$ cat src/rtl/pipe_skid_stage.sv
// Elastic pipeline stage: main register plus a one-entry skid register.
// in_ready depends only on registered skid state and flush, so an upstream
// stall never sees a combinational path from out_ready through this stage.
module pipe_skid_stage #(
  parameter int CTRL_W   = 8,
  parameter int DATA_W   = 64,
  parameter bit DATA_CLR = 1'b0,
  parameter int CNT_W    = 8
) (
  input  logic              clk,
  input  logic              rst,
  input  logic              flush,
  input  logic              in_valid,
  output logic              in_ready,
  input  logic [CTRL_W-1:0] in_ctrl,
  input  logic [DATA_W-1:0] in_data,
  output logic              out_valid,
  input  logic              out_ready,
  output logic [CTRL_W-1:0] out_ctrl,
  output logic [DATA_W-1:0] out_data,
  output logic [1:0]        count,
  output logic [CNT_W-1:0]  kill_cnt
);

  logic              main_valid, skid_valid;
  logic [CTRL_W-1:0] main_ctrl, skid_ctrl;
  logic [DATA_W-1:0] main_data, skid_data;
  logic              acc, con;
  logic [1:0]        kill_n;
  logic [CNT_W:0]    kill_sum;

  localparam logic [CNT_W:0] KILL_MAX = {1'b0, {CNT_W{1'b1}}};

  assign in_ready  = ~skid_valid & ~flush;
  assign acc       = in_valid & in_ready;
  assign con       = main_valid & out_ready;
  assign count     = {1'b0, main_valid} + {1'b0, skid_valid};
  assign out_valid = main_valid;
  // Bubbles carry zero control so a dead entry can never write state.
  assign out_ctrl  = main_valid ? main_ctrl : '0;
  assign out_data  = (DATA_CLR && !main_valid) ? '0 : main_data;

  // Entries still held after this cycle's consume are the ones a flush kills.
  assign kill_n    = count - {1'b0, con};
  assign kill_sum  = {1'b0, kill_cnt} + (CNT_W+1)'(kill_n);

  // Occupancy transitions; flush wins over any load, a concurrent consume
  // is simply not counted as killed.
  always_ff @(posedge clk or posedge rst) begin
    if (rst) begin
      main_valid <= 1'b0;
      skid_valid <= 1'b0;
      main_ctrl  <= '0;
      main_data  <= '0;
      skid_ctrl  <= '0;
      skid_data  <= '0;
    end else if (flush) begin
      main_valid <= 1'b0;
      skid_valid <= 1'b0;
      main_ctrl  <= '0;
    end else if (!main_valid) begin
      if (acc) begin
        main_valid <= 1'b1;
        main_ctrl  <= in_ctrl;
        main_data  <= in_data;
      end
    end else if (!skid_valid) begin
      if (acc && con) begin
        main_ctrl  <= in_ctrl;
        main_data  <= in_data;
      end else if (acc) begin
        skid_valid <= 1'b1;
        skid_ctrl  <= in_ctrl;
        skid_data  <= in_data;
      end else if (con) begin
        main_valid <= 1'b0;
      end
    end else if (con) begin
      main_ctrl  <= skid_ctrl;
      main_data  <= skid_data;
      skid_valid <= 1'b0;
    end
  end

  // Saturating debug counter of flushed entries; only reset clears it.
  always_ff @(posedge clk or posedge rst) begin
    if (rst)
      kill_cnt <= '0;
    else if (flush)
      kill_cnt <= (kill_sum > KILL_MAX) ? KILL_MAX[CNT_W-1:0] : kill_sum[CNT_W-1:0];
  end

endmodule

$ cat config.mk
export PLATFORM = sky130hd
export DESIGN_NAME = pipe_skid_stage
export DESIGN_NICKNAME = d
export VERILOG_FILES = /design/src/rtl/pipe_skid_stage.sv
export SDC_FILE = /design/constraint.sdc
export NUM_CORES = 1
export LEC_CHECK = 0
export CAP_MARGIN = 20
export CORE_UTILIZATION = 55
export CTS_CLUSTER_DIAMETER = 60
export CTS_CLUSTER_SIZE = 40
export DETAILED_ROUTE_END_ITERATION = 12
export PLACE_DENSITY = 0.86
export SYNTH_ARGS = -nofsm -noshare
export SYNTH_HDL_FRONTEND = slang
export SYNTH_SLANG_ARGS = --single-unit
export TNS_END_PERCENT = 10
$ cat constraint.sdc
create_clock -name clk -period 11.35 [get_ports clk]
set_clock_uncertainty 0.15 [all_clocks]
set_input_delay 1.135 -clock clk [delete_from_list [all_inputs] [get_ports clk]]
set_output_delay 1.135 -clock clk [all_outputs]
set_load 0.02 [all_outputs]
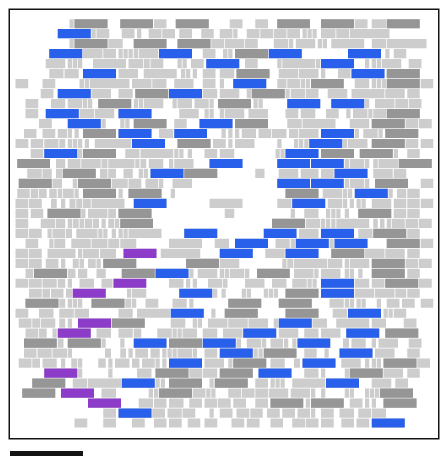
**Above:** sequential cells colored by netlist name.
Scale bar: 20 um.
Key: `skid_ctrl` = purple [placed flops 8, where lower left]; `skid_data` = blue [placed flops 64]
Another 82 sequential cells are not colored.

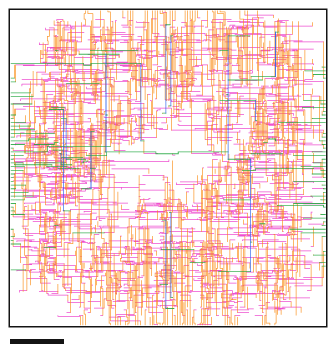
**Above:** routed metal, one color a layer.
Scale bar: 20 um.
Key: met2 = orange [wire length 8690 um]; met1 = magenta [wire length 6930 um]; met4 = blue [wire length 375 um]; met3 = green [wire length 798 um]

==> CHANGELOG.md <==
### Metrics

* H-tree depth at 4
* Final count of hold timing violations at 0
* Global Route Usage Sum at 25.9%
* Estimated wirelength of the detail-placed design at 11000 um
* Post-synth ARST share at 100%
* Net switching component of the power at 0.555 mW
* Number of cells in the yosys synthesis report at 618
* CP arrival at 2830 ps
* Count of flip-flops with a built-in enable after synthesis at 0
* Global placement routability congestion at 0.883
* Final net count at 854
* CTS tree: yes
* Height of the die at 117 um
* First-pass GRT wire length at 26600 um
* Hold path startpoint: skid_data[59]
* IO buf count at 160
* MUX area fraction at 25.9%
* Post-CTS setup buffers at 0
* Source of the worst register-to-register timing path: out_valid
* Largest net degree at the start of global routing at 81
* OpenROAD warning count at 27
* Number of endpoints failing setup at the final stage at 0
* Syn_area_per_cell at 11.7 sq um
* Leakage Power at 4.52 nW
* Maximum frequency from static timing analysis at 0.243 GHz
* CP endpoint kind: output pin
* Logic gate share of total power at 27.7%
* Unrepaired setup endpoints after global routing: no
* Die x size at 117 um
* Sequential fraction of design power at 41.5%
* Synthesized area at 0.00723 sq mm
* Detailed Routing Iterations Pass 1 at 4
* Count of cell types in the netlist at 36
* Internal power at 1.37 mW
* Hold path endpoint: skid_data[59]
* Root Driver: sky130_fd_sc_hd__clkbuf_16
* Total number of clock tree sinks at 154
* WL per Instance at 17.6 um
* Switching Fraction at 28.8%
* Chip Area at 0.0136 sq mm
* Seq share, synth at 53.3%
* Parity-gate share of the synthesized area counting xor and xnor cells at 0.121%
* Violation count after the first detailed-routing iteration at 323
* Minimum clock period at 4120 ps
* Clock-pin slew of the registers on the worst-case setup and hold paths at 60 ps
* Top cells excl fill/tap: 212 x sky130_fd_sc_hd__nand2_1, 160 x sky130_fd_sc_hd__clkdlybuf4s50_1, 154 x sky130_fd_sc_hd__dfrtp_1
* Compound-cell area share of the yosys netlist at 2.06%
* Starting utilization of the core area at 56.8%
* Core ar. at 0.0127 sq mm
* Num rows at 41
* Largest area contributor in the synthesized netlist: sky130_fd_sc_hd__dfrtp_1
* Count of antenna-violating nets left after detailed routing at 0
* Detailed-route vias per instance at 5.38
* PwrDens at 202 mW/mm^2
* Max-slew violation count at 0
* Adder Share, Synth at 1.14%
* Top fanout value on the critical path at 20
* Number of remaining DRC errors at 0
* Area fraction in and, or, nand and nor cells after synthesis at 13.8%
* Count of instances resized after the clock tree is built at 0
* Maximum root-to-sink buffer count at 2
* Relative area change from synthesis to final layout at 31.7%
* Minimum setup slack among reg-to-reg paths at 8190 ps
* Number of instances on the worst hold path at 1
* Synthesis area per yosys at 0.00723 sq mm
* Startpoint Class: primary input
* Final-layout setup total negative slack at 0 ps
* Synth Flop Type: sky130_fd_sc_hd__dfrtp_1
* Reg-to-Reg End: out_data[60]
* Total vias in the final route at 5147
* Number of antenna violations at the first check in global routing at 0
* Relative slew margins at 35.1%
* Area contributors post-synth: sky130_fd_sc_hd__dfrtp_1 53%, sky130_fd_sc_hd__mux2_2 12%, sky130_fd_sc_hd__mux2_4 12%
* Synthesized netlist net count at 701
* Cells after synthesis at 618
* Most frequent logic cell in the layout: sky130_fd_sc_hd__nand2_1
* GRT overflow at 0
* Worst-case hold slack at 340 ps
* Top Ports at 161
* Largest vdd supply drop at 0.162 mV
* Worst hold-check path type: reg -> reg
* Start-to-end type of the worst setup path: in -> out
* Number of warning messages in the yosys log at 0
* Maximum capacitance violations at 0
* Status: finished, final reports clean
* Transition time of the tightest slew-check pin at 974 ps
* Proportion of layout cells with a drive suffix above 1 at 23.7%
* Main logic family after synthesis: multiplexers
* Worst EP required at 10070 ps
* Number of hold-repair buffers added at the cts stage at 0
* Worst-skew pair later-pin latency at 420 ps
* Depth of the worst register-to-register path at 5
* Top cell type's share of synthesized area at 53.3%
* Detailed Route WL at 16800 um
* Clock network power share at 30.8%
* TritonCTS Buffers at 17
* Vias in the first global route at 5418
* Antenna diode count at 0
* Final Cycle Share at 36.3%
* Post-synth regs at 154
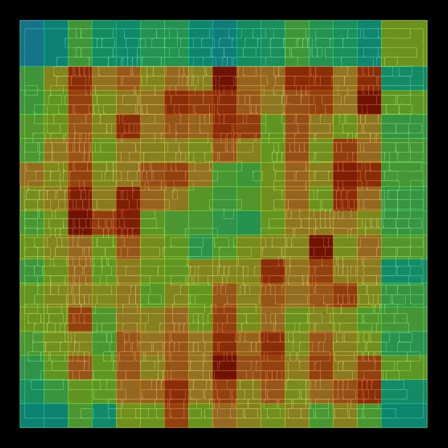
**Above:** track usage over the die.
met1 Use GR: 31.4%
final core utilization: 74.8%
met3 Use GR: 5.71%

==> critical path, stage by stage <==
cell and delay (ps):
sky130_fd_sc_hd__clkdlybuf4s50_1 810, sky130_fd_sc_hd__nor2_1 260, sky130_fd_sc_hd__clkdlybuf4s50_1 630
==> state kept, by name, summed over array words and instances, names as in the netlist <==
register and flops:
skid_valid 1, main_ctrl 8, skid_data 64, out_data 64, kill_cnt 8, out_valid 1, skid_ctrl 8
==> power groups by stage <==
stage | logic, mW | registers (mW) | clock network [mW]
after CTS | 0.539 | 0.796 | 0.601
after global placement | 0.511 | 0.790 | 0
after floorplan | 0.231 | 0.861 | 0
final | 0.534 | 0.798 | 0.593
after detailed placement | 0.533 | 0.802 | 0
after global routing | 0.568 | 0.814 | 0.625
==> worst max path at each step <==
stage,cells past startpoint,start,slack [ps],to
floorplan,1,rst,5920,kill_cnt[0]
global placement,6,in_valid,7210,out_data[59]
detailed placement,3,flush,7250,in_ready
CTS,3,flush,7230,in_ready
global route,3,flush,7090,in_ready
finish,3,flush,7230,in_ready
==> cells by family after synthesis <==
logic type,after synthesis
AND-OR/OR-AND,23
adder cells (fa/ha/maj),6
AND/OR/NAND/NOR,245
flip-flops,154
buffers and inverters,43
XOR/XNOR,1
multiplexers,146
==> synth_stat cells (all sizes together), types with 2 or more instances <==
| library cell | count |
|---|---|
| a21oi | 14 |
| a31oi | 2 |
| and2 | 10 |
| buf | 17 |
| clkbuf | 16 |
| dfrtp | 154 |
| ha | 5 |
| inv | 10 |
| mux2 | 146 |
| nand2 | 213 |
| nand2b | 2 |
| nand4 | 2 |
| nor2 | 9 |
| nor3 | 2 |
| o21ai | 2 |
==> stage by stage <==
step | cell area [sq um] | worst slack [ps] | instances | util (%) | total power [mW]
2_1_floorplan | 7230 | 5920 | 618 | - | 1.09
3_3_place_gp | 8870 | 7210 | 923 | 69.7 | 1.30
3_5_place_dp | 8900 | 7250 | 924 | 69.9 | 1.33
4_1_cts | 9510 | 7230 | 956 | 74.8 | 1.94
5_1_grt | 9510 | 7090 | 956 | 74.8 | 2.01
6_report | 9510 | 7230 | 956 | 74.8 | 1.93
==> layer usage <==
| metal | up-vias | routed length [um] | global-route usage (%) |
|---|---|---|---|
| li1 | 2344 | - | - |
| met1 | 2597 | 6930 | 31.4 |
| met2 | 170 | 8690 | 44.7 |
| met3 | 36 | 798 | 5.71 |
| met4 | 0 | 375 | 11.1 |
| met5 | - | 0 | 0 |
==> final cells by class <==
class	count	area, sq um
multi-input combinational	421	3110
tap	172	215
fill	840	3210
clock inverter	13	174
inverter	10	42.5
clock buffer	19	443
timing repair buffer	167	1670
sequential	154	3850
Power is estimated from default activity; no workload was simulated.
